$ cat src/rtl/register_file.sv
// rtl/register_file.sv - register file with bypassed read ports and a streaming dump port
//
// Purpose: general-purpose register file for the datapath. It has two
// combinational read ports, one clocked write port with write-to-read
// bypass, and a register 0 that always reads as zero. A dump port streams
// every register out, from index 0 to NREGS-1, over a valid/ready handshake.
//
// Ports:
//   clk          clock; all state changes on its rising edge
//   reset        asynchronous active-high reset; clears everything
//   we/waddr/wdata   write port; writes to address 0 are discarded
//   raddr1/rdata1    read port 1 (combinational, bypassed)
//   raddr2/rdata2    read port 2 (combinational, bypassed)
//   dump_start   one-cycle request to begin a dump (ignored while busy)
//   dump_busy    high while a dump is in progress
//   dump_valid   current dump beat is valid
//   dump_ready   consumer accepts the current beat
//   dump_addr    index of the current beat
//   dump_data    captured value of the current beat
module register_file #(
    parameter int DATA_W = 32,
    parameter int ADDR_W = 5,
    parameter int NREGS  = 32
) (
    input  logic              clk,
    input  logic              reset,
    input  logic              we,
    input  logic [ADDR_W-1:0] waddr,
    input  logic [DATA_W-1:0] wdata,
    input  logic [ADDR_W-1:0] raddr1,
    input  logic [ADDR_W-1:0] raddr2,
    output logic [DATA_W-1:0] rdata1,
    output logic [DATA_W-1:0] rdata2,
    input  logic              dump_start,
    output logic              dump_busy,
    output logic              dump_valid,
    input  logic              dump_ready,
    output logic [ADDR_W-1:0] dump_addr,
    output logic [DATA_W-1:0] dump_data
);

    localparam logic [0:0] IDLE = 1'b0;
    localparam logic [0:0] SEND = 1'b1;

    localparam logic [ADDR_W-1:0] LAST_ADDR = ADDR_W'(NREGS - 1);

    logic [DATA_W-1:0] regs_q [NREGS];

    logic [0:0]        state_q, state_d;
    logic [ADDR_W-1:0] dump_addr_q, dump_addr_d;
    logic [DATA_W-1:0] dump_data_q, dump_data_d;

    logic [ADDR_W-1:0] dump_next_addr;

    // Shared read rule for both read ports and the dump capture: address 0
    // is zero, a write presented this cycle to the same address wins, and
    // otherwise the stored word is returned.
    function automatic logic [DATA_W-1:0] fwd_read(
        input logic [ADDR_W-1:0] addr,
        input logic [DATA_W-1:0] stored,
        input logic              wr_en,
        input logic [ADDR_W-1:0] wr_addr,
        input logic [DATA_W-1:0] wr_data
    );
        if (addr == '0) begin
            return '0;
        end else if (wr_en && (wr_addr == addr)) begin
            return wr_data;
        end else begin
            return stored;
        end
    endfunction

    assign rdata1 = fwd_read(raddr1, regs_q[raddr1], we, waddr, wdata);
    assign rdata2 = fwd_read(raddr2, regs_q[raddr2], we, waddr, wdata);

    // Register array; index 0 is never written so it stays zero.
    always_ff @(posedge clk or posedge reset) begin
        if (reset) begin
            for (int i = 0; i < NREGS; i++) begin
                regs_q[i] <= '0;
            end
        end else if (we && (waddr != '0)) begin
            regs_q[waddr] <= wdata;
        end
    end

    assign dump_next_addr = dump_addr_q + ADDR_W'(1);

    // Dump sequencer. The beat is captured once when its index is reached
    // and then held, so writes during a stall do not disturb the beat on
    // the wire; later indices pick up such writes when they are captured.
    always_comb begin
        state_d     = state_q;
        dump_addr_d = dump_addr_q;
        dump_data_d = dump_data_q;
        case (state_q)
            IDLE: begin
                if (dump_start) begin
                    state_d     = SEND;
                    dump_addr_d = '0;
                    dump_data_d = '0;
                end
            end
            default: begin
                if (dump_ready) begin
                    if (dump_addr_q == LAST_ADDR) begin
                        state_d = IDLE;
                    end else begin
                        dump_addr_d = dump_next_addr;
                        dump_data_d = fwd_read(dump_next_addr, regs_q[dump_next_addr],
                                               we, waddr, wdata);
                    end
                end
            end
        endcase
    end

    always_ff @(posedge clk or posedge reset) begin
        if (reset) begin
            state_q     <= IDLE;
            dump_addr_q <= '0;
            dump_data_q <= '0;
        end else begin
            state_q     <= state_d;
            dump_addr_q <= dump_addr_d;
            dump_data_q <= dump_data_d;
        end
    end

    assign dump_valid = (state_q == SEND);
    assign dump_busy  = (state_q == SEND);
    assign dump_addr  = dump_addr_q;
    assign dump_data  = dump_data_q;

endmodule

$ cat config.mk
export PLATFORM = sky130hd
export DESIGN_NAME = register_file
export DESIGN_NICKNAME = d
export VERILOG_FILES = /design/src/rtl/register_file.sv
export SDC_FILE = /design/constraint.sdc
export NUM_CORES = 2
export LEC_CHECK = 0
export CAP_MARGIN = 10
export CELL_PAD_IN_SITES_DETAIL_PLACEMENT = 1
export CELL_PAD_IN_SITES_GLOBAL_PLACEMENT = 2
export CORE_MARGIN = 2
export CORE_UTILIZATION = 46
export CTS_CLUSTER_DIAMETER = 30
export DETAILED_ROUTE_END_ITERATION = 16
export GPL_ROUTABILITY_DRIVEN = 0
export PLACE_DENSITY_LB_ADDON = 0.1
export SLEW_MARGIN = 5
export SYNTH_ARGS = -nofsm -noshare
export SYNTH_HDL_FRONTEND = slang
export SYNTH_SLANG_ARGS = --single-unit
export TNS_END_PERCENT = 5
$ cat constraint.sdc
create_clock -name clk -period 45.5 [get_ports clk]
set_clock_uncertainty 0.2 [all_clocks]
set_input_delay 9.1 -clock clk [delete_from_list [all_inputs] [get_ports clk]]
set_output_delay 9.1 -clock clk [all_outputs]
set_load 0.1 [all_outputs]
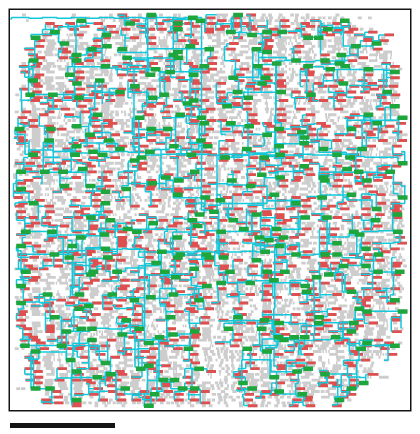
Figure 1: clock wires, drivers and flops.
Scale bar: 100 um.
[cyan] clock wires | length: 19400 um
[red] flip-flops | count: 1062
[green] clock-net drivers | count: 313
routed clock nets: 314

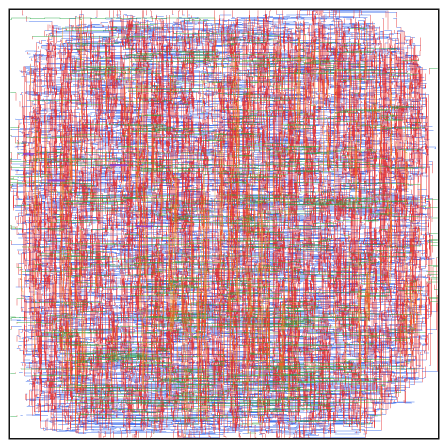
Figure 2: metal layers overlaid.
| color | layer | wire length |
|---|---|---|
| purple | M5 | 49.7 um |
| red | M2 | 126 mm |
| orange | M4 | 13100 um |
| green | M3 | 22.1 mm |
| blue | M1 | 105 mm |

==> metrics.json <==
{
  "grt_first_pass_wirelength": {"value": 382000, "unit": "um"},
  "top_cells_by_count": {"value": "dfrtp_1 (1062), mux2_2 (1018), mux4_2 (740)"},
  "yosys_most_used_dff": {"value": "dfrtp_1"},
  "cts-buffers-inserted": {"value": 313},
  "use_met2": {"value": 57.6, "unit": "%"},
  "count_of_input_and_output_buffers": {"value": 154},
  "hold_path_end": {"value": "regs_q[993]"},
  "post-route-worst-setup-slack": {"value": 22230, "unit": "ps"},
  "instances_no_fill": {"value": 6771},
  "clk_pwr": {"value": 2.23, "unit": "mW"},
  "globalRoute.busiestLayer": {"value": "met2"},
  "fp-row-count": {"value": 138},
  "run_status": {"value": "completed"},
  "final-max-slew-violation-count": {"value": 0},
  "grt.overflow.total": {"value": 0},
  "synth_adder_area_share": {"value": 0.0573, "unit": "%"},
  "area_leaders": {"value": "dfrtp_1 (41%), mux4_2 (25%), mux2_2 (17%)"},
  "clockBufferCount": {"value": 408},
  "yosys-mux-area-fraction": {"value": 47.1, "unit": "%"},
  "cts_tree": {"value": "yes"},
  "yosys.area_share.simple": {"value": 3.26, "unit": "%"},
  "r2r-start": {"value": "dump_addr[0]"},
  "hold_path_depth": {"value": 0},
  "async_flop_share": {"value": 100, "unit": "%"},
  "met3_length": {"value": 22100, "unit": "um"},
  "fp.dieArea": {"value": 0.146, "unit": "mm^2"},
  "finish.instance_area": {"value": 0.0792, "unit": "mm^2"},
  "maxCapViolCount": {"value": 0},
  "met1_global_route_usage": {"value": 48.0, "unit": "%"},
  "critPathArrivalTime": {"value": 13970, "unit": "ps"},
  "final_period_minus_worst_setup_slack": {"value": 23270, "unit": "ps"},
  "cts.clk_slew.worst_paths": {"value": 40, "unit": "ps"},
  "xor_xnor_share": {"value": 0.263, "unit": "%"},
  "cp.required": {"value": 36200, "unit": "ps"},
  "dp_cells": {"value": 6231},
  "stage_log_warnings": {"value": 37},
  "syn-cell-area": {"value": 0.0655, "unit": "mm^2"},
  "layout.core_utilization": {"value": 56.0, "unit": "%"},
  "numSequentialCells": {"value": 1062},
  "drtPass1Iterations": {"value": 6},
  "worst_slew_pin_tran": {"value": 1280, "unit": "ps"},
  "worst_case_reg_to_reg_path_depth": {"value": 8},
  "placement.cell_area": {"value": 0.0685, "unit": "mm^2"},
  "power_density": {"value": 63.6, "unit": "mW/mm^2"},
  "detail_route.vias_per_cell": {"value": 7.05},
  "internal_power": {"value": 3.39, "unit": "mW"},
  "n_multi_input_combinational_cell": {"value": 2973},
  "final_hold_viol_count": {"value": 0},
  "min_from": {"value": "regs_q[993]"},
  "rsz0062_at_grt": {"value": "false"},
  "worstPathMaxFanout": {"value": 94},
  "min_path_type": {"value": "register to register"},
  "nonClkBufAreaFrac": {"value": 3.46, "unit": "%"},
  "top_power_group": {"value": "the clock network"},
  "clock_buffer_and_inverter_area_fraction_after_layout": {"value": 13.5, "unit": "%"},
  "post_synth_num_cell_types": {"value": 64},
  "reg2reg_to": {"value": "dump_data[16]"},
  "synthesis_to_finish_area_growth": {"value": 20.8, "unit": "%"},
  "post-synth-top-area-fraction": {"value": 40.6, "unit": "%"},
  "layout-drive-gt1-share": {"value": 51.5, "unit": "%"},
  "synthesis.instances": {"value": 4579},
  "clock_sink_count": {"value": 1062},
  "via_count_of_the_first_global_routing_pass": {"value": 50200},
  "routedLengthMet1": {"value": 105000, "unit": "um"},
  "regMostFlops": {"value": "regs_q"},
  "critical-path-max-stage-delay": {"value": 1240, "unit": "ps"},
  "mostFrequentLayoutCell": {"value": "dfrtp_1"},
  "non_clock_buffer_count": {"value": 298},
  "max-vdd-ir-drop": {"value": 0.0000530, "unit": "V"},
  "detail_route.wl_per_cell": {"value": 39.3, "unit": "um"},
  "top_non_seq_family": {"value": "multiplexers"},
  "floorplan.die.height": {"value": 381, "unit": "um"},
  "inverters": {"value": 9},
  "coreArea": {"value": 0.141, "unit": "mm^2"},
  "postCtsHoldBufs": {"value": 0},
  "route.detailed.drc": {"value": 0},
  "globalRouteTotalUtil": {"value": 36.7, "unit": "%"},
  "post_cts.resized_instances": {"value": 0},
  "synth_nets": {"value": 4634},
  "num-fill-cells": {"value": 13100}
}
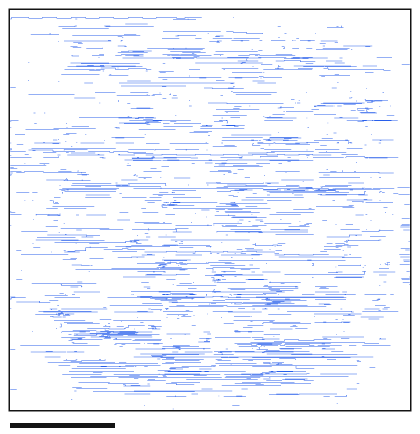
Figure 3: metal 3.
Scale bar: 100 um.
wire length on this layer: 22.1 mm
main direction: horizontal
vias after detailed routing: 47.7k
met3 routing resource usage after global routing: 9.22%
Detailed Route WL: 266000 um

No activity file was given, so power comes from the tool's default toggle rates.
